### Metal 1

Bar = 100 µm.
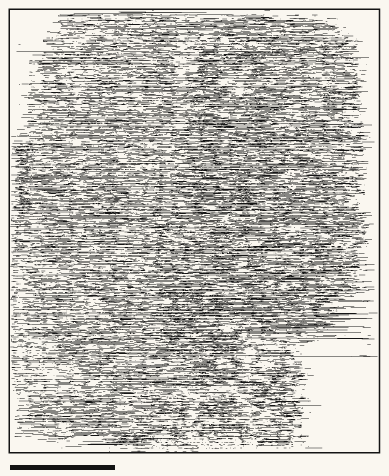
### M2 wires

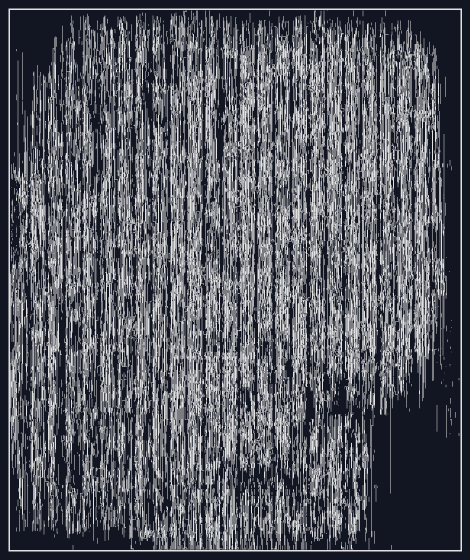
### M3 wires

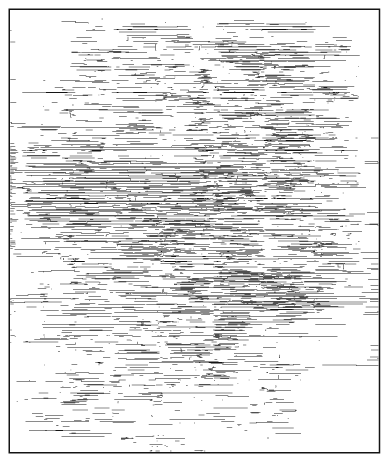
[config.mk]
export PLATFORM = sky130hd
export DESIGN_NAME = branch_predictor_flat
export DESIGN_NICKNAME = d
export VERILOG_FILES = /design/src/rtl/branch_predictor_if.sv /design/src/rtl/branch_predictor.sv /design/src/flat_wrapper.sv
export SDC_FILE = /design/constraint.sdc
export NUM_CORES = 2
export LEC_CHECK = 0
export CORE_ASPECT_RATIO = 1.2
export CORE_UTILIZATION = 60
export DETAILED_ROUTE_END_ITERATION = 6
export PLACE_DENSITY_LB_ADDON = 0.25
export SLEW_MARGIN = 0
export SYNTH_ARGS = -nofsm -noshare
export SYNTH_HDL_FRONTEND = slang
export SYNTH_SLANG_ARGS = --single-unit
[constraint.sdc]
create_clock -name clk -period 17.85 [get_ports clk]
set_input_delay 3.57 -clock clk [delete_from_list [all_inputs] [get_ports clk]]
set_output_delay 3.57 -clock clk [all_outputs]
set_load 0.03 [all_outputs]
[src/rtl/branch_predictor_if.sv]
// rtl/branch_predictor_if.sv - predict, update and statistics bundle between pipeline and predictor
// Ports (all carried as interface signals):
//   predict: pred_pc -> pred_taken, pred_next_pc, pred_idx
//   update : upd_valid, upd_is_cf, upd_taken, upd_pc, upd_target,
//            upd_pred_next_pc, upd_idx -> upd_mispredict
//   stats  : stats_clear -> cnt_cf, cnt_mispred
// master = pipeline side, slave = predictor side.
interface branch_predictor_if #(
  parameter int PC_WIDTH   = 32,
  parameter int INDEX_BITS = 5,
  parameter int CNT_WIDTH  = 32
) ();
  logic [PC_WIDTH-1:0]   pred_pc;
  logic                  pred_taken;
  logic [PC_WIDTH-1:0]   pred_next_pc;
  logic [INDEX_BITS-1:0] pred_idx;

  logic                  upd_valid;
  logic                  upd_is_cf;
  logic                  upd_taken;
  logic [PC_WIDTH-1:0]   upd_pc;
  logic [PC_WIDTH-1:0]   upd_target;
  logic [PC_WIDTH-1:0]   upd_pred_next_pc;
  logic [INDEX_BITS-1:0] upd_idx;
  logic                  upd_mispredict;

  logic                  stats_clear;
  logic [CNT_WIDTH-1:0]  cnt_cf;
  logic [CNT_WIDTH-1:0]  cnt_mispred;

  modport master (
    output pred_pc,
    input  pred_taken, pred_next_pc, pred_idx,
    output upd_valid, upd_is_cf, upd_taken, upd_pc, upd_target,
           upd_pred_next_pc, upd_idx,
    input  upd_mispredict,
    output stats_clear,
    input  cnt_cf, cnt_mispred
  );

  modport slave (
    input  pred_pc,
    output pred_taken, pred_next_pc, pred_idx,
    input  upd_valid, upd_is_cf, upd_taken, upd_pc, upd_target,
           upd_pred_next_pc, upd_idx,
    output upd_mispredict,
    input  stats_clear,
    output cnt_cf, cnt_mispred
  );
endinterface

[src/rtl/branch_predictor.sv]
// rtl/branch_predictor.sv - BTB plus 2-bit PHT predictor with static/bimodal/gshare modes
// Ports:
//   clk   - clock
//   reset - synchronous active-high reset
//   bp    - branch_predictor_if.slave: combinational predict port (IF),
//           clocked update port with combinational mispredict (EX),
//           saturating performance counters with synchronous clear
module branch_predictor #(
  parameter int PC_WIDTH   = 32,
  parameter int INDEX_BITS = 5,
  parameter int HIST_BITS  = 5,
  parameter int MODE       = 2,
  parameter int CNT_WIDTH  = 32
) (
  input logic clk,
  input logic reset,
  branch_predictor_if.slave bp
);
  localparam int DEPTH = 1 << INDEX_BITS;
  localparam int TAG_W = PC_WIDTH - INDEX_BITS - 2;

  logic                btb_valid  [DEPTH];
  logic [TAG_W-1:0]    btb_tag    [DEPTH];
  logic [PC_WIDTH-1:0] btb_target [DEPTH];
  logic [1:0]          pht        [DEPTH];
  logic [HIST_BITS-1:0] ghr;
  logic [HIST_BITS-1:0] ghr_next;

  // ---------------- predict (IF, combinational) ----------------
  logic [INDEX_BITS-1:0] pred_pc_index;
  logic [TAG_W-1:0]      pred_pc_tag;
  logic                  btb_hit;

  assign pred_pc_index = bp.pred_pc[INDEX_BITS+1:2];
  assign pred_pc_tag   = bp.pred_pc[PC_WIDTH-1:INDEX_BITS+2];
  assign btb_hit       = btb_valid[pred_pc_index] && (btb_tag[pred_pc_index] == pred_pc_tag);

  always_comb begin
    bp.pred_idx = pred_pc_index;
    if (MODE == 2) begin
      bp.pred_idx = pred_pc_index ^ INDEX_BITS'(ghr);
    end
  end

  // MODE 0 keeps training the tables but never redirects fetch.
  assign bp.pred_taken   = (MODE != 0) && btb_hit && pht[bp.pred_idx][1];
  assign bp.pred_next_pc = bp.pred_taken ? btb_target[pred_pc_index]
                                         : bp.pred_pc + PC_WIDTH'(4);

  // ---------------- resolve (EX, combinational) ----------------
  logic [PC_WIDTH-1:0]   actual_next_pc;
  logic [INDEX_BITS-1:0] upd_pc_index;
  logic [TAG_W-1:0]      upd_pc_tag;
  logic                  cf_update;
  logic                  alias_kill;

  assign actual_next_pc    = bp.upd_taken ? bp.upd_target : bp.upd_pc + PC_WIDTH'(4);
  assign bp.upd_mispredict = bp.upd_valid && (bp.upd_pred_next_pc != actual_next_pc);

  assign upd_pc_index = bp.upd_pc[INDEX_BITS+1:2];
  assign upd_pc_tag   = bp.upd_pc[PC_WIDTH-1:INDEX_BITS+2];
  assign cf_update    = bp.upd_valid && bp.upd_is_cf;
  // A non-control-flow instruction that was redirected hit a stale/aliased BTB
  // entry; drop that entry only when it really belongs to this pc.
  assign alias_kill   = bp.upd_valid && !bp.upd_is_cf && bp.upd_mispredict &&
                        (btb_tag[upd_pc_index] == upd_pc_tag);

  generate
    if (HIST_BITS == 1) begin : g_hist1
      assign ghr_next = bp.upd_taken;
    end else begin : g_histn
      assign ghr_next = {ghr[HIST_BITS-2:0], bp.upd_taken};
    end
  endgenerate

  // ---------------- table and history state ----------------
  always_ff @(posedge clk) begin
    if (reset) begin
      for (int i = 0; i < DEPTH; i++) begin
        btb_valid[i] <= 1'b0;
        pht[i]       <= 2'b01;
      end
      ghr <= '0;
    end else if (cf_update) begin
      btb_valid[upd_pc_index] <= 1'b1;
      if (bp.upd_taken) begin
        if (pht[bp.upd_idx] != 2'b11) pht[bp.upd_idx] <= pht[bp.upd_idx] + 2'd1;
      end else begin
        if (pht[bp.upd_idx] != 2'b00) pht[bp.upd_idx] <= pht[bp.upd_idx] - 2'd1;
      end
      ghr <= ghr_next;
    end else if (alias_kill) begin
      btb_valid[upd_pc_index] <= 1'b0;
    end
  end

  // Tag/target payload is qualified by btb_valid, so it needs no reset.
  always_ff @(posedge clk) begin
    if (!reset && cf_update) begin
      btb_tag[upd_pc_index]    <= upd_pc_tag;
      btb_target[upd_pc_index] <= bp.upd_target;
    end
  end

  // ---------------- performance counters ----------------
  always_ff @(posedge clk) begin
    if (reset || bp.stats_clear) begin
      bp.cnt_cf      <= '0;
      bp.cnt_mispred <= '0;
    end else begin
      if (cf_update && (bp.cnt_cf != '1)) begin
        bp.cnt_cf <= bp.cnt_cf + CNT_WIDTH'(1);
      end
      if (bp.upd_mispredict && (bp.cnt_mispred != '1)) begin
        bp.cnt_mispred <= bp.cnt_mispred + CNT_WIDTH'(1);
      end
    end
  end
endmodule

[src/flat_wrapper.sv]
// flat-port wrapper written by rule: the top's interface ports become plain ports
module branch_predictor_flat 
#(
  parameter int PC_WIDTH   = 32,
  parameter int INDEX_BITS = 5,
  parameter int HIST_BITS  = 5,
  parameter int MODE       = 2,
  parameter int CNT_WIDTH  = 32
)
  (clk, reset, bp_pred_pc, bp_pred_taken, bp_pred_next_pc, bp_pred_idx, bp_upd_valid, bp_upd_is_cf, bp_upd_taken, bp_upd_pc, bp_upd_target, bp_upd_pred_next_pc, bp_upd_idx, bp_upd_mispredict, bp_stats_clear, bp_cnt_cf, bp_cnt_mispred);
  branch_predictor_if #(.PC_WIDTH(PC_WIDTH), .INDEX_BITS(INDEX_BITS), .CNT_WIDTH(CNT_WIDTH)) bp_i ();
  input logic clk;
  input logic reset;
  input wire logic [$bits(bp_i.pred_pc)-1:0] bp_pred_pc;
  output wire logic [$bits(bp_i.pred_taken)-1:0] bp_pred_taken;
  output wire logic [$bits(bp_i.pred_next_pc)-1:0] bp_pred_next_pc;
  output wire logic [$bits(bp_i.pred_idx)-1:0] bp_pred_idx;
  input wire logic [$bits(bp_i.upd_valid)-1:0] bp_upd_valid;
  input wire logic [$bits(bp_i.upd_is_cf)-1:0] bp_upd_is_cf;
  input wire logic [$bits(bp_i.upd_taken)-1:0] bp_upd_taken;
  input wire logic [$bits(bp_i.upd_pc)-1:0] bp_upd_pc;
  input wire logic [$bits(bp_i.upd_target)-1:0] bp_upd_target;
  input wire logic [$bits(bp_i.upd_pred_next_pc)-1:0] bp_upd_pred_next_pc;
  input wire logic [$bits(bp_i.upd_idx)-1:0] bp_upd_idx;
  output wire logic [$bits(bp_i.upd_mispredict)-1:0] bp_upd_mispredict;
  input wire logic [$bits(bp_i.stats_clear)-1:0] bp_stats_clear;
  output wire logic [$bits(bp_i.cnt_cf)-1:0] bp_cnt_cf;
  output wire logic [$bits(bp_i.cnt_mispred)-1:0] bp_cnt_mispred;
  assign bp_i.pred_pc = bp_pred_pc;
  assign bp_pred_taken = bp_i.pred_taken;
  assign bp_pred_next_pc = bp_i.pred_next_pc;
  assign bp_pred_idx = bp_i.pred_idx;
  assign bp_i.upd_valid = bp_upd_valid;
  assign bp_i.upd_is_cf = bp_upd_is_cf;
  assign bp_i.upd_taken = bp_upd_taken;
  assign bp_i.upd_pc = bp_upd_pc;
  assign bp_i.upd_target = bp_upd_target;
  assign bp_i.upd_pred_next_pc = bp_upd_pred_next_pc;
  assign bp_i.upd_idx = bp_upd_idx;
  assign bp_upd_mispredict = bp_i.upd_mispredict;
  assign bp_i.stats_clear = bp_stats_clear;
  assign bp_cnt_cf = bp_i.cnt_cf;
  assign bp_cnt_mispred = bp_i.cnt_mispred;
  branch_predictor #(.PC_WIDTH(PC_WIDTH), .INDEX_BITS(INDEX_BITS), .HIST_BITS(HIST_BITS), .MODE(MODE), .CNT_WIDTH(CNT_WIDTH)) u_core (.clk(clk), .reset(reset), .bp(bp_i));
endmodule
==> results.txt <==
Results of the implementation run.

The run finished with clean final reports. For the worst flop-to-flop path, the logic depth is 9. The clock latency on the worst-skew pair is 0.85 ns. Per the layout area report, the sequential fraction of cell area is approximately 60%.

sky130_fd_sc_hd__edfxtp_1 takes more of the synthesized area than any other cell. The sequential power is ~5.2 mW. Global routing used 38.2% of the available tracks across all layers. The pre-placement core utilization came out at roughly three fifths. The share of the core filled with cells is 68.4%. The most flop-heavy register is u_core.btb_target. The clock tree cell share of total cell area is 5.92%. The HPWL after detailed placement is ~160000 µm. Leaving out fill and tap cells, the most frequent cell in the layout is sky130_fd_sc_hd__edfxtp_1. The met1 wire length is slightly above 90000 µm. The critical path's slowest stage uses the library cell sky130_fd_sc_hd__nor4_2. The net total in the final layout came out at between 5000 and 6000. The number of antenna violations at the first check in global routing came out at 14. By area the synthesized netlist is led by sky130_fd_sc_hd__edfxtp_1 (66%), sky130_fd_sc_hd__mux4_2 (13%), sky130_fd_sc_hd__mux2i_1 (6.1%).

The power share of the sequential group is between 50% and 60%. The synthesized flop and latch total came out at approximately 2000. The maximum resistive drop on vdd came out at 0.0000976 V. The group that draws the most power in this run is sequential cells. The class of the worst hold path is register to register.

According to the floorplan log, the row count is roughly 150. The share of post-route cells with drive strength above 1 is between 10% and 20%. The number of violations reported at the end of detailed-routing iteration 0 came out at roughly 8700. The gate count after technology mapping came out at 4990. The worst setup skew after layout came out at ~0.043 ns.

Post-CTS timing repair inserted 0 buffers for setup. The number of DRC violations after detailed routing came out at 0. The dominant kind of combinational cell is multiplexers. The internal reg-to-reg setup slack came out at 13.03 ns. The worst setup path is of the input port to primary output kind.

The setup total negative slack came out at 0 ns. The reported clock group power came out at roughly 3.9 mW. The total power per unit cell area came out at 99.8 nW/µm². According to the floorplan report, the die width is ~350 µm. The area of combinational cells with multiple inputs is 26900 µm². The maximum clock frequency is about 75 MHz.
Back to the opening pictures, 'Metal 1':
longest straight run: 126 µm
nets with wire on the layer: 5169
wire length on this layer: 90.5 mm
Routed Wire Length: 278000 µm
met1 Track Usage GR: 47.9%
vias after detailed routing: 53900

Back to the opening pictures, 'M2 wires':
main direction: vertical
longest straight run: 131 µm
nets with wire on the layer: 4922
met2 track demand over resource in global routing: 59.5%

Back to the opening pictures, 'M3 wires':
wire length on this layer: 37.9 mm
main direction: horizontal
share of all routed wire: 14%
GR Util met3: 10.5%

Power is estimated from default activity; no workload was simulated.
